## config.mk

```make
export PLATFORM = sky130hd
export DESIGN_NAME = uart_tx_fifo_flat
export DESIGN_NICKNAME = d
export VERILOG_FILES = /design/src/rtl/uart_tx_fifo_if.sv /design/src/rtl/uart_tx_fifo.sv /design/src/flat_wrapper.sv
export SDC_FILE = /design/constraint.sdc
export NUM_CORES = 1
export LEC_CHECK = 0
export CAP_MARGIN = 20
export CORE_MARGIN = 5
export CORE_UTILIZATION = 50
export CTS_CLUSTER_DIAMETER = 150
export CTS_CLUSTER_SIZE = 12
export DETAILED_ROUTE_END_ITERATION = 10
export HOLD_SLACK_MARGIN = 0.02
export MAX_ROUTING_LAYER = met4
export PLACE_DENSITY = 0.66
export SLEW_MARGIN = 30
export SYNTH_ARGS = -nofsm -noshare
export SYNTH_HDL_FRONTEND = slang
export SYNTH_SLANG_ARGS = --single-unit
```

## constraint.sdc

```tcl
create_clock -name clk -period 4.6 [get_ports clk]
set_input_delay 1.38 -clock clk [delete_from_list [all_inputs] [get_ports clk]]
set_output_delay 1.38 -clock clk [all_outputs]
set_load 0.05 [all_outputs]
```

## src/rtl/uart_tx_fifo_if.sv

```systemverilog
// Byte-input handshake and transmitter status bundle for uart_tx_fifo.
//   i_data  : byte offered by the producer
//   i_valid : i_data is valid this cycle
//   o_ready : transmitter FIFO can take a byte this cycle
//   o_tx    : serial line (idles high)
//   o_busy  : frame in flight or bytes still queued
//   o_count : bytes currently held in the FIFO
// master = producer side, slave = the transmitter.
interface uart_tx_fifo_if #(
  parameter int CNT_W = 3
);
  logic [7:0]       i_data;
  logic             i_valid;
  logic             o_ready;
  logic             o_tx;
  logic             o_busy;
  logic [CNT_W-1:0] o_count;

  modport master (
    output i_data, i_valid,
    input  o_ready, o_tx, o_busy, o_count
  );

  modport slave (
    input  i_data, i_valid,
    output o_ready, o_tx, o_busy, o_count
  );
endinterface

```

## src/rtl/uart_tx_fifo.sv

```systemverilog
// 8N1 UART transmitter (LSB first) fed by a small FIFO with a valid/ready
// byte input.
//   clk   : system clock, all logic on the rising edge
//   rst_n : asynchronous active-low reset; line returns high at once and
//           queued bytes and any partial frame are dropped
//   bus   : uart_tx_fifo_if.slave (i_data/i_valid in; o_ready, o_tx,
//           o_busy, o_count out)
// CLK_DIV is clocks per bit (2..65535), FIFO_DEPTH a power of two (2..16).
module uart_tx_fifo #(
  parameter  int CLK_DIV    = 87,
  parameter  int FIFO_DEPTH = 4,
  localparam int CNT_W      = $clog2(FIFO_DEPTH) + 1
) (
  input  logic          clk,
  input  logic          rst_n,
  uart_tx_fifo_if.slave bus
);

  localparam int               PTR_W      = $clog2(FIFO_DEPTH);
  localparam logic [15:0]      BAUD_LAST  = 16'(CLK_DIV - 1);
  localparam logic [CNT_W-1:0] COUNT_FULL = CNT_W'(FIFO_DEPTH);

  typedef enum logic [1:0] {IDLE, START, DATA, STOP} state_t;

  state_t           state_reg, state_next;
  logic [15:0]      baud_reg, baud_next;
  logic [2:0]       bit_reg, bit_next;
  logic [7:0]       shift_reg, shift_next;
  logic             tx_reg, tx_next;
  logic             busy_reg, busy_next;
  logic [CNT_W-1:0] count_reg, count_next;
  logic [PTR_W-1:0] wr_ptr_reg, rd_ptr_reg;
  logic [7:0]       mem [FIFO_DEPTH];

  logic ready;
  logic push;
  logic pop;
  logic bit_end;
  logic fifo_nonempty;

  // Full/empty come from the occupancy count alone; the pointers simply
  // wrap modulo FIFO_DEPTH.
  assign ready         = (count_reg != COUNT_FULL);
  assign fifo_nonempty = (count_reg != '0);
  assign push          = bus.i_valid && ready;
  assign bit_end       = (baud_reg == BAUD_LAST);

  // Storage has no reset: dropping the pointers/count discards contents.
  always_ff @(posedge clk) begin
    if (push) begin
      mem[wr_ptr_reg] <= bus.i_data;
    end
  end

  // Frame sequencer. A pop loads the head byte straight into the shift
  // register; STOP can chain directly into START so queued bytes go out
  // back to back.
  always_comb begin
    state_next = state_reg;
    baud_next  = baud_reg;
    bit_next   = bit_reg;
    shift_next = shift_reg;
    pop        = 1'b0;
    case (state_reg)
      IDLE: begin
        baud_next = '0;
        if (fifo_nonempty) begin
          pop        = 1'b1;
          shift_next = mem[rd_ptr_reg];
          bit_next   = '0;
          state_next = START;
        end
      end
      START: begin
        if (bit_end) begin
          baud_next  = '0;
          bit_next   = '0;
          state_next = DATA;
        end else begin
          baud_next = baud_reg + 16'd1;
        end
      end
      DATA: begin
        if (bit_end) begin
          baud_next  = '0;
          shift_next = shift_reg >> 1;
          if (bit_reg == 3'd7) begin
            state_next = STOP;
          end else begin
            bit_next = bit_reg + 3'd1;
          end
        end else begin
          baud_next = baud_reg + 16'd1;
        end
      end
      STOP: begin
        if (bit_end) begin
          baud_next = '0;
          if (fifo_nonempty) begin
            pop        = 1'b1;
            shift_next = mem[rd_ptr_reg];
            bit_next   = '0;
            state_next = START;
          end else begin
            state_next = IDLE;
          end
        end else begin
          baud_next = baud_reg + 16'd1;
        end
      end
      default: state_next = IDLE;
    endcase
  end

  // Occupancy: simultaneous push and pop leave the count unchanged.
  always_comb begin
    count_next = count_reg;
    case ({push, pop})
      2'b10:   count_next = count_reg + CNT_W'(1);
      2'b01:   count_next = count_reg - CNT_W'(1);
      default: count_next = count_reg;
    endcase
  end

  // Line and busy are computed from next-state values so the registered
  // outputs change on the same edge as the state they describe.
  always_comb begin
    tx_next   = 1'b1;
    busy_next = (state_next != IDLE) || (count_next != '0);
    if (state_next == START) begin
      tx_next = 1'b0;
    end else if (state_next == DATA) begin
      tx_next = shift_next[0];
    end
  end

  always_ff @(posedge clk or negedge rst_n) begin
    if (!rst_n) begin
      state_reg  <= IDLE;
      baud_reg   <= '0;
      bit_reg    <= '0;
      shift_reg  <= '0;
      tx_reg     <= 1'b1;
      busy_reg   <= 1'b0;
      count_reg  <= '0;
      wr_ptr_reg <= '0;
      rd_ptr_reg <= '0;
    end else begin
      state_reg <= state_next;
      baud_reg  <= baud_next;
      bit_reg   <= bit_next;
      shift_reg <= shift_next;
      tx_reg    <= tx_next;
      busy_reg  <= busy_next;
      count_reg <= count_next;
      if (push) begin
        wr_ptr_reg <= wr_ptr_reg + PTR_W'(1);
      end
      if (pop) begin
        rd_ptr_reg <= rd_ptr_reg + PTR_W'(1);
      end
    end
  end

  assign bus.o_ready = ready;
  assign bus.o_tx    = tx_reg;
  assign bus.o_busy  = busy_reg;
  assign bus.o_count = count_reg;

endmodule

```

## src/flat_wrapper.sv

```systemverilog
// flat-port wrapper written by rule: the top's interface ports become plain ports
module uart_tx_fifo_flat 
#(
  parameter  int CLK_DIV    = 87,
  parameter  int FIFO_DEPTH = 4,
  localparam int CNT_W      = $clog2(FIFO_DEPTH) + 1
)
  (clk, rst_n, bus_i_data, bus_i_valid, bus_o_ready, bus_o_tx, bus_o_busy, bus_o_count);
  uart_tx_fifo_if #(.CNT_W(($clog2((4)) + 1))) bus_i ();
  input  logic clk;
  input  logic rst_n;
  input wire logic [$bits(bus_i.i_data)-1:0] bus_i_data;
  input wire logic [$bits(bus_i.i_valid)-1:0] bus_i_valid;
  output wire logic [$bits(bus_i.o_ready)-1:0] bus_o_ready;
  output wire logic [$bits(bus_i.o_tx)-1:0] bus_o_tx;
  output wire logic [$bits(bus_i.o_busy)-1:0] bus_o_busy;
  output wire logic [$bits(bus_i.o_count)-1:0] bus_o_count;
  assign bus_i.i_data = bus_i_data;
  assign bus_i.i_valid = bus_i_valid;
  assign bus_o_ready = bus_i.o_ready;
  assign bus_o_tx = bus_i.o_tx;
  assign bus_o_busy = bus_i.o_busy;
  assign bus_o_count = bus_i.o_count;
  uart_tx_fifo #(.CLK_DIV(CLK_DIV), .FIFO_DEPTH(FIFO_DEPTH)) u_core (.clk(clk), .rst_n(rst_n), .bus(bus_i));
endmodule
```

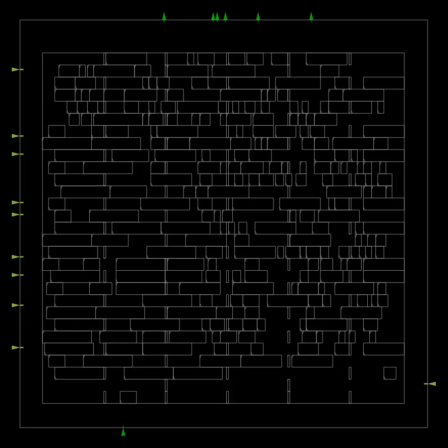
**Above:** run 1 (placed standard cells).
Site Rows: 29
core footprint: 6422 µm²
Filler Cell Count: 523

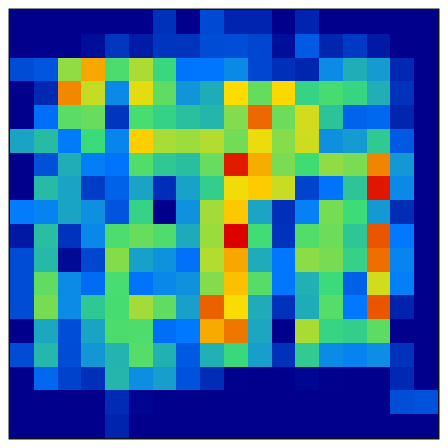
**Above:** run 1 (wire density map).
The die is cut into 18 by 18 equal tiles; dark blue is low, red is high, scaled to the fullest tile. Values are wire area over tile area, all layers added.
fullest tile: 0.35
nearly empty tiles: 25%
densest ninth of the die: centre
mean over tiles: 0.10
wire per inst: 15.38 µm
vias: 1996

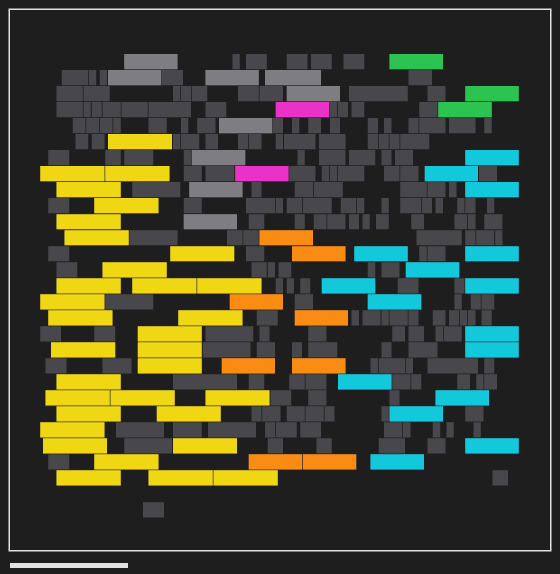
**Above:** run 1 (sequential cells grouped by signal name).
Scale bar: 20 µm. Other sequential cells in the stronger grey, the rest of the logic in the fainter grey.
[u_core.shift_reg] orange | placed flops: 8
[u_core.bit_reg] green | placed flops: 3
[u_core.baud_reg] cyan | placed flops: 16
[u_core.state_reg] magenta | placed flops: 2
[u_core.mem] yellow | placed flops: 32
not coloured: 9
total sequential power: 775 µW
Flop area: 1913 µm²
final core occ: 58.60%

==> flow_metrics.tcl, run 1 <==
# metrics dict for downstream scripts
set metrics [dict create \
    synth_top_cell_by_area "edfxtp_1" \
    rr_worst_depth 14 \
    met2_usage_pct 23.49 \
    fin_nets 301 \
    grt_pass1_wl_um 9860 \
    numCtsBuffers 9 \
    logic_area_um2 1353 \
    placed_cells_incl_taps 341 \
    highest-signal-layer "met4" \
    yosys-stat-cells 256 \
    ys_sh_mux_pct 8.168 \
    cts_sinks 70 \
    setup_violations 0 \
    grt_overflow_total 0 \
    critPathKind "register to output pin" \
    drtPass1Iterations 4 \
    period_minus_slack_ps 3263 \
    r2r_start "u_core.baud_reg[0]$_DFF_PN0_" \
    reg2reg_slack_ps 1370 \
    adder_share_pct 5.845 \
    crit_slowest_cell "clkdlybuf4s50_1" \
    antenna_found_initial 0 \
    largest_register_ffs 32 \
    finalInstanceArea_um2 3764 \
    top_cells_by_area "edfxtp_1 29%, dfrtp_1 28%, mux4_2 5.4%" \
    lay_top_cells "37 x dfrtp_1, 32 x edfxtp_1, 22 x nor2_1" \
    worst_slack_ps 1337 \
    n_all_inverters 11 \
    wl_met1_um 2475 \
    holdCritStartpoint "u_core.shift_reg[7]$_DFFE_PN0P_" \
    nonClockBufferCount 16 \
    grt_max_degree 39 \
    netlist.area_leader.share_pct 28.77 \
    async_reset_ff_share_pct 54.29 \
    ys.warnings.count 0 \
    maxCapViolations 0 \
    hold_depth 1 \
    worstHoldPathType "register to register" \
    maxSlewViolCount 0 \
    layout-drive-gt1-share_pct 12.14 \
    final-nonclk-buf-share_pct 4.189 \
    area_growth_pct 12.70 \
    post_cts_resized 0 \
    p_int_uw 1110 \
    nFlopsAndLatches 70 \
    switching_share_pct 29.84 \
    status "finished, final reports clean" \
    power_leakage_uw 0.001496 \
    port_buffers 16 \
    largest_cell_class "flip-flops and latches" \
    h-tree-depth 3 \
    clk_pin_slew_ps 80 \
    hpwl_um 3879 \
    stdcell_count 357 \
    post-cts-setup-buffers 0 \
    fp-utilization_pct 52.00 \
    synth-simple-area-share_pct 11.54 \
    cts_hold_buf 0 \
    first_iter_violations 87 \
    r2r_end "u_core.bus.o_busy$_DFF_PN0_" \
    die_h_um 91.73 \
    warning_count 34 \
    synth_cell_type_count 47 \
    crit_family "buffers and inverters" \
    ctsRootBufferMaster "clkbuf_8" \
    slowest_delay_ps 840 \
    clock_latency_ps 340 \
    crit_start "u_core.bus.o_count[0]$_DFF_PN0_" \
    grt_busiest_layer "met2" \
    synthCells 256 \
    place_area_um2 3555 \
    cp_data_arrival_time_ps 1880 \
    clockBufferDepth 2 \
    xor_share_pct 4.721 \
    cp_cell_sequence "inv_1 -> nand3_1 -> clkdlybuf4s50_1" \
    ys_seq_share_pct 57.29 \
]
## Run 2: what changed since run 1
- PLACE_DENSITY: 0.66 -> 0.69
- clock period: 4.6 -> 2.7 ns (I/O delays scaled with it)
==> flow_metrics.tcl, run 2 <==
# metrics dict for downstream scripts
set metrics [dict create \
    netlist.area_leader.share_pct 28.77 \
    fin_nets 319 \
    port_buffers 16 \
    yosys-stat-cells 256 \
    worst_slack_ps -5.392 \
    grt_max_degree 27 \
    maxCapViolations 0 \
    xor_share_pct 4.721 \
    critPathKind "register to register" \
    die_h_um 91.73 \
    top_cells_by_area "edfxtp_1 29%, dfrtp_1 28%, mux4_2 5.4%" \
    violations "negative setup slack" \
    crit_start "u_core.baud_reg[0]$_DFF_PN0_" \
    h-tree-depth 3 \
    post_cts_resized 0 \
    hpwl_um 4299 \
    lay_top_cells "36 x dfrtp_1, 32 x edfxtp_1, 22 x nor2_1" \
    ys.warnings.count 0 \
    drtPass1Iterations 4 \
    power_leakage_uw 0.001599 \
    adder_share_pct 5.845 \
    p_int_uw 2047 \
    nonClockBufferCount 34 \
    n_all_inverters 11 \
    placed_cells_incl_taps 357 \
    cp_data_arrival_time_ps 2920 \
    r2r_start "u_core.baud_reg[0]$_DFF_PN0_" \
    core_um2 6422 \
    crit_slowest_cell "fa_2" \
    logic_area_um2 1393 \
    clockBufferDepth 2 \
    layout-drive-gt1-share_pct 18.79 \
    async_reset_ff_share_pct 54.29 \
    synth_cell_type_count 47 \
    setup_violations 1 \
    numCtsBuffers 9 \
    worstHoldPathType "input port to asynchronous set/reset pin" \
    grt_pass1_wl_um 10460 \
    stdcell_count 375 \
    fin_util_pct 61.68 \
    highest-signal-layer "met4" \
    warning_count 36 \
    status "finished with violations" \
    r2r_end "u_core.bus.o_busy$_DFF_PN0_" \
    reg2reg_slack_ps -5 \
    first_iter_violations 71 \
    synth-simple-area-share_pct 11.54 \
    place_area_um2 3694 \
    synthCells 256 \
    maxSlewViolCount 0 \
    synth_top_cell_by_area "edfxtp_1" \
    switching_share_pct 28.68 \
    ctsRootBufferMaster "clkbuf_8" \
    rows 29 \
    seq_area_um2 1914 \
    fill_cells 523 \
    period_minus_slack_ps 2705 \
]
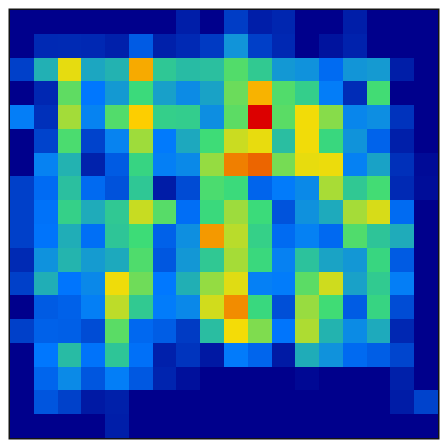
**Above:** run 2 (wire density map).
The die is cut into 18 by 18 equal tiles; dark blue is low, red is high, scaled to the fullest tile. Values are wire area over tile area, all layers added.
fullest tile: 0.42
mean over tiles: 0.11
nearly empty tiles: 23%
vias: 2091
wire per inst: 16.08 µm
All-Layer GR Usage: 16.30%
routed wire length: 6030 µm

## Run 3: what changed since run 2
- DONT_BUFFER_PORTS: default -> 1
- PLACE_DENSITY: 0.69 -> 0.66
- SKIP_CTS_REPAIR_TIMING: default -> 1
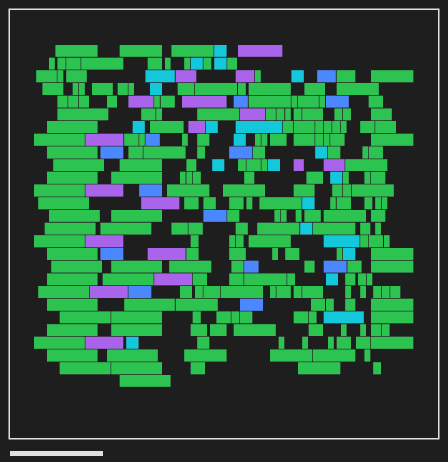
**Above:** run 3 (sizing map).
Scale bar: 20 µm.
[drive 2] purple | cells: 17 | share: 6.1% | most used: mux4_2
[drive 3 to 4] cyan | cells: 21 | share: 7.5% | most used: buf_4
[drive 1 or less] green | cells: 228 | share: 82% | most used: dfrtp_1
[drive 6 and up] blue | cells: 13 | share: 4.7% | most used: clkbuf_8

==> flow_metrics.tcl, run 3 <==
# metrics dict for downstream scripts
set metrics [dict create \
    maxSlewHeadroom_pct 62.43 \
    highest-signal-layer "met4" \
    warning_count 35 \
    cp_cell_sequence "inv_1 -> ha_1 -> and4b_1 -> and4b_1 -> a31oi_2 -> nor3_2 -> ha_2 -> inv_1 -> fa_1 -> xor2_1 -> nor2_1 -> xor2_1 -> nor4_2 -> o21ai_1" \
    ys_seq_share_pct 57.29 \
    rows 29 \
    maxCapViolations 0 \
    ant_nets 0 \
    seq-power_uw 1320 \
    clkCellAreaFrac_pct 4.844 \
    adder_share_pct 5.845 \
    antenna_found_initial 0 \
    synth_top_cell_by_area "edfxtp_1" \
    layout-drive-gt1-share_pct 18.28 \
    met2_usage_pct 24.04 \
    fin_nets 300 \
    maxSlewViolCount 0 \
    grt_busiest_layer "met2" \
    seq_area_um2 1914 \
    core_um2 6422 \
    crit_start "u_core.baud_reg[0]$_DFF_PN0_" \
    ff_type "dfrtp_1" \
    area_growth_pct 11.39 \
    synthCells 256 \
    ys_sh_mux_pct 8.168 \
    largest_cell_class "flip-flops and latches" \
    drtPass1Iterations 4 \
    ys.warnings.count 0 \
    finalInstanceArea_um2 3720 \
    crit_slowest_cell "dfrtp_1" \
    clk_pin_slew_ps 80 \
    synth-simple-area-share_pct 11.54 \
    top_cells_by_area "edfxtp_1 29%, dfrtp_1 28%, mux4_2 5.4%" \
    async_reset_ff_share_pct 54.29 \
    grt_pass1_wl_um 9722 \
    synth_cell_type_count 47 \
    critPathKind "register to register" \
    fill_cells 517 \
    period_minus_slack_ps 2667 \
    slowest_delay_ps 380 \
    yosys-stat-cells 256 \
    rr_worst_depth 14 \
    nFlopsAndLatches 70 \
    grt_max_degree 39 \
    status "finished, final reports clean" \
    wl_met1_um 2488 \
    worstHoldPathType "input port to asynchronous set/reset pin" \
    die_h_um 91.73 \
    clockBufferDepth 2 \
    comb_power_share_pct 20.1 \
    n_all_inverters 11 \
    r2r_end "u_core.bus.o_busy$_DFF_PN0_" \
    p_int_uw 1802 \
    path_max_fanout 2 \
    xor_share_pct 4.721 \
    crit_family "simple AND/OR/NAND/NOR gates" \
    port_buffers 0 \
    placed_cells_incl_taps 340 \
    nonClockBufferCount 15 \
    setup_violations 0 \
    p_seq_share_pct 50.4 \
    routed_wl_um 5524 \
    hpwl_um 3967 \
    cp_data_arrival_time_ps 2890 \
    clock_latency_ps 350 \
    vias 1968 \
    lay_top_cells "36 x dfrtp_1, 32 x edfxtp_1, 22 x nor2_1" \
    stdcell_count 356 \
    power_leakage_uw 0.001498 \
    worst_slack_ps 32.73 \
    numCtsBuffers 9 \
    routedWlPerCell_um 15.52 \
    switching_share_pct 31.24 \
    netlist.area_leader.share_pct 28.77 \
    place_area_um2 3531 \
    fin_util_pct 57.92 \
    largest_register_ffs 32 \
    final-nonclk-buf-share_pct 3.027 \
    logic_area_um2 1375 \
    ctsRootBufferMaster "clkbuf_8" \
]

==> screenshots <==
Routed clock nets over the placement.
image #1
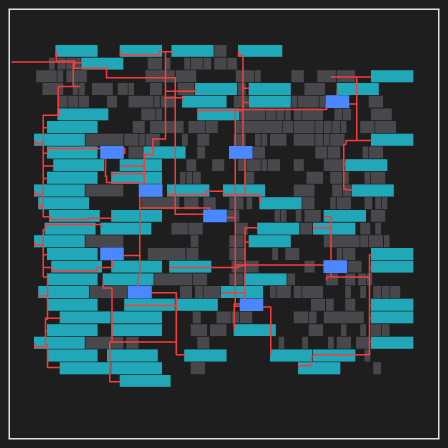
image #2
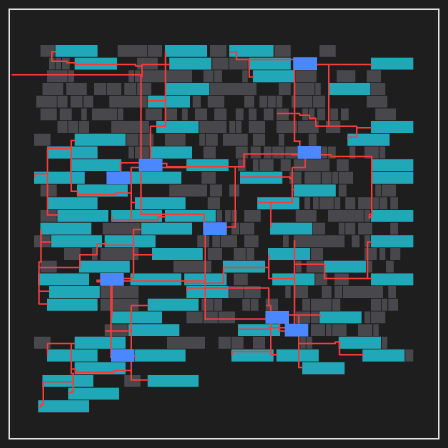
run 2 -> image #2
run 3 -> image #1

Power figures rest on the tool's default switching activity, not on a simulated workload.
